--- config.mk ---
export PLATFORM = sky130hd
export DESIGN_NAME = decoder_grant_sequencer
export DESIGN_NICKNAME = d
export VERILOG_FILES = /design/src/rtl/decoder_grant_sequencer.sv
export SDC_FILE = /design/constraint.sdc
export NUM_CORES = 1
export LEC_CHECK = 0
export ABC_AREA = 1
export CORE_MARGIN = 2
export CORE_UTILIZATION = 30
export DETAILED_ROUTE_END_ITERATION = 8
export PLACE_DENSITY = 0.57
export SLEW_MARGIN = 15
export SYNTH_ARGS = -nofsm -noshare
export SYNTH_HDL_FRONTEND = slang
export SYNTH_SLANG_ARGS = --single-unit
--- constraint.sdc ---
create_clock -name clk -period 1.2 [get_ports clk]
set_input_delay 0.12 -clock clk [delete_from_list [all_inputs] [get_ports clk]]
set_output_delay 0.12 -clock clk [all_outputs]
set_load 0.02 [all_outputs]
--- src/rtl/decoder_grant_sequencer.sv ---
// decoder_grant_sequencer
// Round-robin arbiter that drives the address/enable pins of a downstream
// 2-to-4 enable decoder. The address is set up one cycle before enable rises
// and held one cycle after enable falls, so the decoder sees a glitch-free,
// break-before-make select.
//
// Optional feature: define GRANT_TIMEOUT_EN to force-end a grant after
// HOLD_MAX enable cycles and pulse the timeout output. Without the macro a
// grant lasts until done or until the request drops, and timeout is tied 0.
module decoder_grant_sequencer #(
    parameter int HOLD_MAX  = 15,
    parameter int CNT_WIDTH = 4
) (
    input  logic       clk,
    input  logic       reset,
    input  logic [3:0] req,
    input  logic       done,
    output logic       addr0,
    output logic       addr1,
    output logic       enable,
    output logic       busy,
    output logic       timeout
);

    typedef enum logic [1:0] {
        IDLE    = 2'd0,
        SETUP   = 2'd1,
        GRANT   = 2'd2,
        RELEASE = 2'd3
    } state_t;

    // Last counter value of a grant; the counter also parks here so it never
    // wraps during very long grants.
    localparam logic [CNT_WIDTH-1:0] HOLD_LAST = CNT_WIDTH'(HOLD_MAX - 1);

    state_t               state_q, state_d;
    logic [1:0]           addr_q, addr_d;
    logic [1:0]           last_q, last_d;
    logic [CNT_WIDTH-1:0] cnt_q, cnt_d;
    logic                 enable_q, enable_d;
    logic                 busy_q, busy_d;
    logic                 req_cur;
`ifdef GRANT_TIMEOUT_EN
    logic                 timeout_q, timeout_d;
`endif

    // First set request scanning last+1, last+2, last+3, last (mod 4).
    function automatic logic [1:0] pick_winner(input logic [3:0] r,
                                               input logic [1:0] last);
        logic [1:0] idx;
        logic       found;
        pick_winner = last;
        found       = 1'b0;
        for (int k = 1; k <= 4; k++) begin
            idx = last + 2'(k);
            if (!found && r[idx]) begin
                pick_winner = idx;
                found       = 1'b1;
            end
        end
    endfunction

    // The held address always names the current winner once it is loaded.
    assign req_cur = req[addr_q];

    // Next-state, address/pointer and registered-output decode.
    always_comb begin
        state_d = state_q;
        addr_d  = addr_q;
        last_d  = last_q;
        cnt_d   = '0;
`ifdef GRANT_TIMEOUT_EN
        timeout_d = 1'b0;
`endif
        case (state_q)
            IDLE: begin
                if (req != 4'b0000) begin
                    addr_d  = pick_winner(req, last_q);
                    last_d  = addr_d;
                    state_d = SETUP;
                end
            end
            SETUP: begin
                // A request that vanished before enable is simply abandoned.
                state_d = req_cur ? GRANT : IDLE;
            end
            GRANT: begin
                cnt_d = (cnt_q == HOLD_LAST) ? cnt_q : cnt_q + CNT_WIDTH'(1);
                if (done || !req_cur) begin
                    state_d = RELEASE;
                end
`ifdef GRANT_TIMEOUT_EN
                else if (cnt_q == HOLD_LAST) begin
                    state_d   = RELEASE;
                    timeout_d = 1'b1;
                end
`endif
            end
            RELEASE: begin
                state_d = IDLE;
            end
            default: begin
                state_d = IDLE;
            end
        endcase
        enable_d = (state_d == GRANT);
        busy_d   = (state_d != IDLE);
    end

    // State and output registers with synchronous reset.
    always_ff @(posedge clk) begin
        if (reset) begin
            state_q  <= IDLE;
            addr_q   <= 2'd0;
            last_q   <= 2'd3;
            cnt_q    <= '0;
            enable_q <= 1'b0;
            busy_q   <= 1'b0;
        end else begin
            state_q  <= state_d;
            addr_q   <= addr_d;
            last_q   <= last_d;
            cnt_q    <= cnt_d;
            enable_q <= enable_d;
            busy_q   <= busy_d;
        end
    end

`ifdef GRANT_TIMEOUT_EN
    // One-cycle timeout pulse, aligned with the forced RELEASE cycle.
    always_ff @(posedge clk) begin
        if (reset) begin
            timeout_q <= 1'b0;
        end else begin
            timeout_q <= timeout_d;
        end
    end
    assign timeout = timeout_q;
`else
    assign timeout = 1'b0;
`endif

    assign addr0  = addr_q[0];
    assign addr1  = addr_q[1];
    assign enable = enable_q;
    assign busy   = busy_q;

endmodule

run_1/power_grid.png
Scale bar: 10 um. Pins as bars on the die edge.
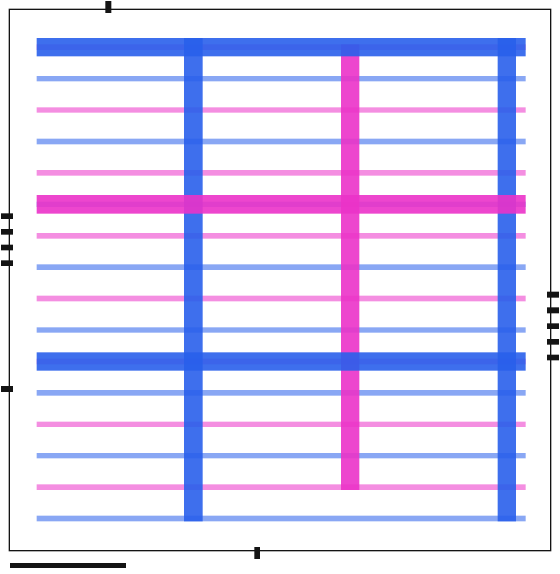
Key: blue = VSS; magenta = VDD
3 straps on met5. 12 signal pins sit on the boundary.

run_1/placement_by_type.png
Scale bar: 10 um.
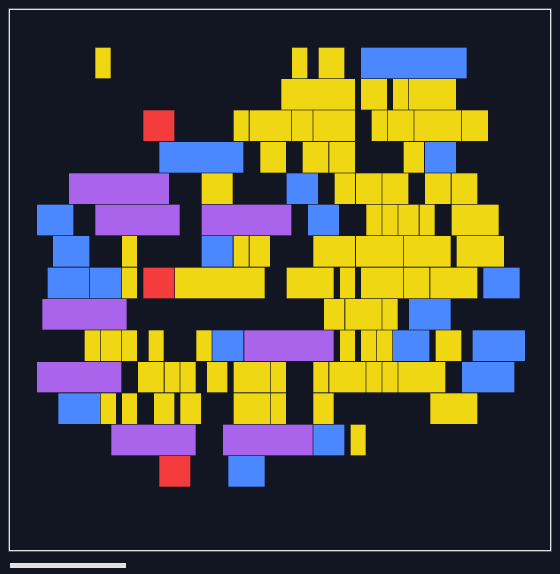
Key: blue = other buffers and delay cells [cells 19, share of their area 22%]; yellow = combinational and other logic [cells 76, share of their area 56%]; purple = flops [cells 8, share of their area 19%]; red = clock drivers [cells 3, share of their area 2.6%]
floorplan core area: 1730 sq um
flop share of the area: 0.185
post-route cell area: 907 sq um
Final Util: 0.525
# rows: 15

run_1/clk_routes.png
Scale bar: 10 um.
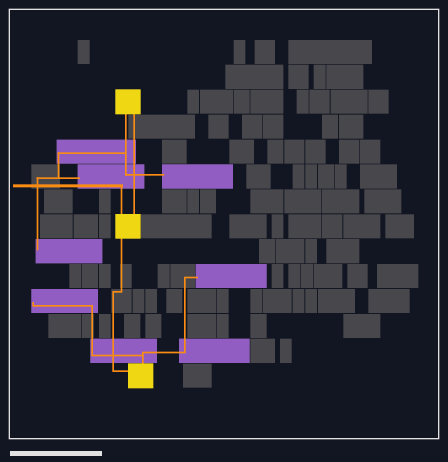
Key: purple = flip-flops [count 8]; yellow = clock drivers [count 3]; orange = clock wires [length 120 um]
There are 4 routed clock nets.
clk_lat worst skew: 250 ps
Layout Skew: 1.71 ps
Clk pwr share: 0.087
clock network power: 202 uW

==> flow_summary.json, run 1 <==
{
  "status": "finished, violations left",
  "violations": "setup timing",
  "ctsRootBufferMaster": "clkbuf_4",
  "post_cts_resized": 10,
  "cp.depth": 12,
  "yosys-stat-cells": 86,
  "reg2reg_to": "last_q[0]",
  "wl_met2_um": 778,
  "synthTopCellsByCount": "nand2_1, nand2_2, dfxtp_1, inv_1, nor2_1",
  "layout.area.seq_sq_um": 168,
  "combPwrFrac": 0.715,
  "rsz0062_at_grt": "yes",
  "ys.warnings.count": 0,
  "p_per_area_nw_per_um2": 2560,
  "arrival_ps": 1500,
  "grt_pass1_wl_mm": 2.05,
  "top_usage_layer": "met2",
  "p_seq_frac": 0.198,
  "synth_flop_count": 8,
  "cts_buffers": 3,
  "die_h_um": 46.7,
  "cp-end-kind": "register",
  "required_ps": 1330,
  "synthMuxAreaShare": 0,
  "totalWireLength_mm": 1.55,
  "grt_util_met1": 0.189,
  "fin_cells": 131,
  "tap_cells": 25,
  "worstPathMaxFanout": 7,
  "drt_pass1_iterations": 4,
  "die_w_um": 46.7,
  "grt_use_met3": 0.0115,
  "crit_top_cell": "nand2_4",
  "p_comb_mw": 1.66,
  "die-area_sq_um": 2180,
  "layout-drive-gt1-share": 0.481,
  "wl_per_cell_um": 11.8,
  "num-multi-input-gates": 66,
  "yosys-stat-area_sq_um": 548,
  "max_freq_mhz": 727,
  "ys_sh_simple": 0.436,
  "swShare": 0.492,
  "fin_ws_ps": -175,
  "lay_top_cells": "nand2_1, nand2_2, nand2_4",
  "comb_share": 0.487,
  "setup_violations": 4,
  "p_switching_mw": 1.14,
  "min_path_type": "register to register",
  "top_regs": "addr_q (2), last_q (2), state_q (2)",
  "power_leader": "combinational cells",
  "nFillCells": 178,
  "area_growth_pct": 65.5,
  "async_flop_share": 0,
  "fin_setup_tns_ps": -630,
  "first_global_vias": 495,
  "synth_cell_types": 19,
  "worst_path_largest_cell_delay_ps": 370,
  "seq_cells": 8,
  "critPathKind": "register to register",
  "leakagePower_nw": 0.455,
  "clock_area_frac": 0.0248,
  "detail-route-antenna-nets": 0,
  "most_common_cell": "nand2_1",
  "first_iter_violations": 9,
  "largest_cell_class": "multi-input combinational cells",
  "clock_sinks": 8,
  "synth_seq_share": 0.292,
  "grt_usage": 0.130,
  "top_area_cell": "dfxtp_1",
  "slowest_stage": "dfxtp_4",
  "crit_chain": "buf_12 > inv_8 > nand2_4 > nand2_4 > nand2_4 > nand2_4 > inv_4 > nand3_4 > nand2_1 > nand2_1 > nand3_2 > o211ai_1",
  "placed_cell_area_sq_um": 734,
  "synth_top_area_share": 0.292,
  "top_cells_by_area": "dfxtp_1, nand2_1, nand2_2",
  "min_period_ps": 1380,
  "fin_nets": 115,
  "hold_depth": 2,
  "signal_buffers": 19,
  "grt_max_degree": 10,
  "clkbuf_count": 3,
  "internal-power_mw": 1.18,
  "grt_antenna_before_repair": 0,
  "min_from": "addr_q[1]",
  "fp_util": 0.317,
  "synthFlopType": "dfxtp_1",
  "ir_drop_uv": 961,
  "start_kind": "register",
  "synth.cell_area_sq_um": 548,
  "warnings": 29,
  "synth_cells": 86,
  "drc": 0,
  "cts_setup_buffers": 0,
  "avgSynthCellArea_sq_um": 6.37,
  "grtUsageMet2": 0.192,
  "timing.rr.start": "last_q[0]",
  "path_delay_family": "simple AND/OR/NAND/NOR gates",
  "wl_met1_um": 695,
  "lay_top_count": "nand2_1",
  "adder_share": 0,
  "xor_area_frac": 0,
  "synth_nets": 93,
  "reg2reg_depth": 12,
  "top_layer_used": "met4",
  "seq-power_uw": 461,
  "ctsHtreeMaxLevel": 1,
  "via_per_inst": 4.68,
  "combGateArea_sq_um": 442,
  "clockBufferDepth": 2,
  "synth-edff-count": 0,
  "ys_top_logic_family": "simple AND/OR/NAND/NOR gates",
  "cts_hold_buffers": 0,
  "crit_path_end": "last_q[0]",
  "startpoint": "last_q[0]",
  "nNonClkInverters": 10,
  "ioPinCount": 12,
  "place.port_buffers": 10,
  "diodes": 0,
  "dp_hpwl_um": 889,
  "hold_slack_ps": 496,
  "hold_violations": 0,
  "synthAoiAreaFrac": 0.148,
  "power_mw": 2.32,
  "finalWeightedCongestion": 0.749
}
==> inputs of run 2 (changes only) <==
--- a/config.mk
+++ b/config.mk
@@ -6,7 +6,7 @@
 export NUM_CORES = 1
 export LEC_CHECK = 0
 export ABC_AREA = 1
-export CORE_MARGIN = 2
+export CORE_MARGIN = 1.5
 export CORE_UTILIZATION = 30
 export DETAILED_ROUTE_END_ITERATION = 8
 export PLACE_DENSITY = 0.57
run_2/clk_routes.png
Scale bar: 10 um.
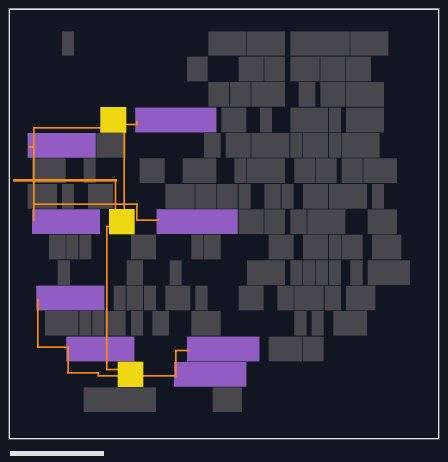
Key: orange = clock wires [length 110 um]; purple = flip-flops [count 8]; yellow = clock drivers [count 3]
There are 4 routed clock nets.
clock network power: 201 uW
Layout Skew: 7.81 ps
Clk pwr share: 0.082

run_2/power_grid.png
Scale bar: 10 um. Pins as bars on the die edge.
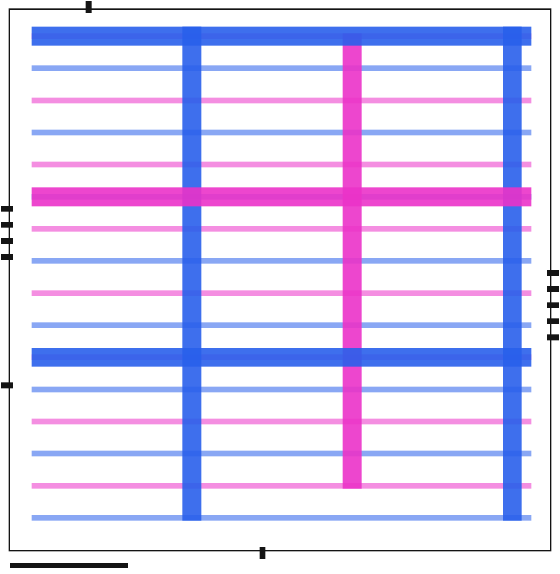
Key: blue = VSS; magenta = VDD
3 straps on met4. 3 straps on met5. 12 signal pins sit on the boundary.
die y size: 45.7 um
Worst IR Drop VDD: 1210 uV
DIE WIDTH: 45.7 um

run_2/placement.png
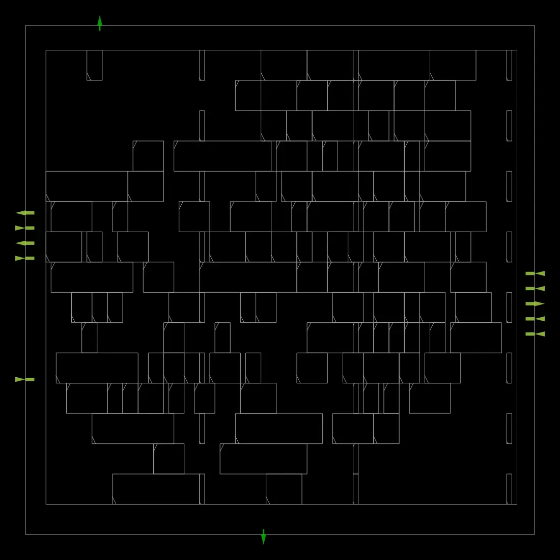
FF+latch count: 8
flop share of the area: 0.182
Final Util: 0.543

==> run 2 against run 1 <==
The flow still finishes with violations (setup timing). Sequential share of layout area decreased by 0.33 points. Core utilization grew 1.7 points. Die size is 4.2% lower. Critical path depth decreased by 2. First-iteration DRC count is 33% higher. Largest cell class unchanged. Clock skew increased by 6.1 ps. Via count rose by 7.5%. Total power rose by 5.6%. Final area rose by 3.3%. Largest power group unchanged. Synthesized cell count did not move.
==> flow_summary.json, run 2 <==
{
  "cp.depth": 10,
  "ys.warnings.count": 0,
  "max_freq_mhz": 739,
  "synth_top_area_share": 0.292,
  "clkbuf_count": 3,
  "largest_cell_class": "multi-input combinational cells",
  "top_regs": "addr_q (2), last_q (2), state_q (2)",
  "reg2reg_depth": 11,
  "rsz0062_at_grt": "yes",
  "p_seq_frac": 0.202,
  "status": "finished, violations left",
  "combGateArea_sq_um": 444,
  "clockBufferDepth": 2,
  "grt_max_degree": 10,
  "top_usage_layer": "met2",
  "wl_per_cell_um": 12.1,
  "swShare": 0.487,
  "required_ps": 1370,
  "synthAoiAreaFrac": 0.148,
  "synth_nets": 93,
  "min_period_ps": 1350,
  "min_from": "addr_q[1]",
  "combPwrFrac": 0.716,
  "yosys-stat-area_sq_um": 548,
  "crit_chain": "clkdlybuf4s50_1 > nand2_1 > nand2_2 > nand2_4 > nand2_4 > inv_4 > buf_4 > nand3_1 > nand3_2 > a21oi_2",
  "crit_path_end": "addr_q[0]",
  "fin_setup_tns_ps": -499,
  "dp_hpwl_um": 944,
  "async_flop_share": 0,
  "min_path_type": "register to register",
  "setup_violations": 4,
  "synth_flop_count": 8,
  "diodes": 0,
  "grtUsageMet2": 0.239,
  "first_iter_violations": 12,
  "p_switching_mw": 1.19,
  "cts_buffers": 3,
  "top_cells_by_area": "dfxtp_1, nand2_1, nand2_2",
  "comb_share": 0.474,
  "hold_depth": 2,
  "lay_top_cells": "nand2_1, buf_4, nand2_2, nand2_4, nor2_1",
  "ys_sh_simple": 0.436,
  "grt_util_met1": 0.182,
  "clock_sinks": 8,
  "hold_slack_ps": 494,
  "cts_hold_buffers": 0,
  "ctsHtreeMaxLevel": 1,
  "xor_area_frac": 0,
  "grt_pass1_wl_mm": 2.16,
  "timing.rr.start": "last_q[1]",
  "tap_cells": 25,
  "grt_use_met3": 0.0119,
  "path_delay_family": "buffers and inverters",
  "synth_cell_types": 19,
  "ys_top_logic_family": "simple AND/OR/NAND/NOR gates",
  "first_global_vias": 546,
  "most_common_cell": "nand2_1",
  "synthMuxAreaShare": 0,
  "totalWireLength_mm": 1.67,
  "reg2reg_to": "last_q[0]",
  "cp-end-kind": "register",
  "top_area_cell": "dfxtp_1",
  "drc": 0,
  "synth_cells": 86,
  "finalWeightedCongestion": 0.820,
  "rows": 15,
  "post_cts_resized": 13,
  "internal-power_mw": 1.26,
  "grt_antenna_before_repair": 0,
  "clock_area_frac": 0.0240,
  "slowest_stage": "clkdlybuf4s50_1",
  "clk_latency_ps": 250,
  "ctsRootBufferMaster": "clkbuf_4",
  "via_per_inst": 4.78,
  "signal_buffers": 26,
  "layout-drive-gt1-share": 0.504,
  "cts_setup_buffers": 2,
  "hold_violations": 0,
  "drt_pass1_iterations": 4,
  "design_area_sq_um": 937,
  "violations": "setup timing",
  "fin_ws_ps": -153,
  "synthFlopType": "dfxtp_1",
  "warnings": 29,
  "top_layer_used": "met4",
  "adder_share": 0,
  "p_comb_mw": 1.75,
  "seq-power_uw": 495,
  "synth-edff-count": 0,
  "place.port_buffers": 10,
  "fp_util": 0.317,
  "arrival_ps": 1530,
  "grt_usage": 0.140,
  "die-area_sq_um": 2090,
  "yosys-stat-cells": 86,
  "critPathKind": "input pin to register",
  "startpoint": "req[0]",
  "worst_path_largest_cell_delay_ps": 580,
  "crit_top_cell": "nand2_4",
  "fin_cells": 138,
  "synth_seq_share": 0.292
}
No activity file was given, so power comes from the tool's default toggle rates.
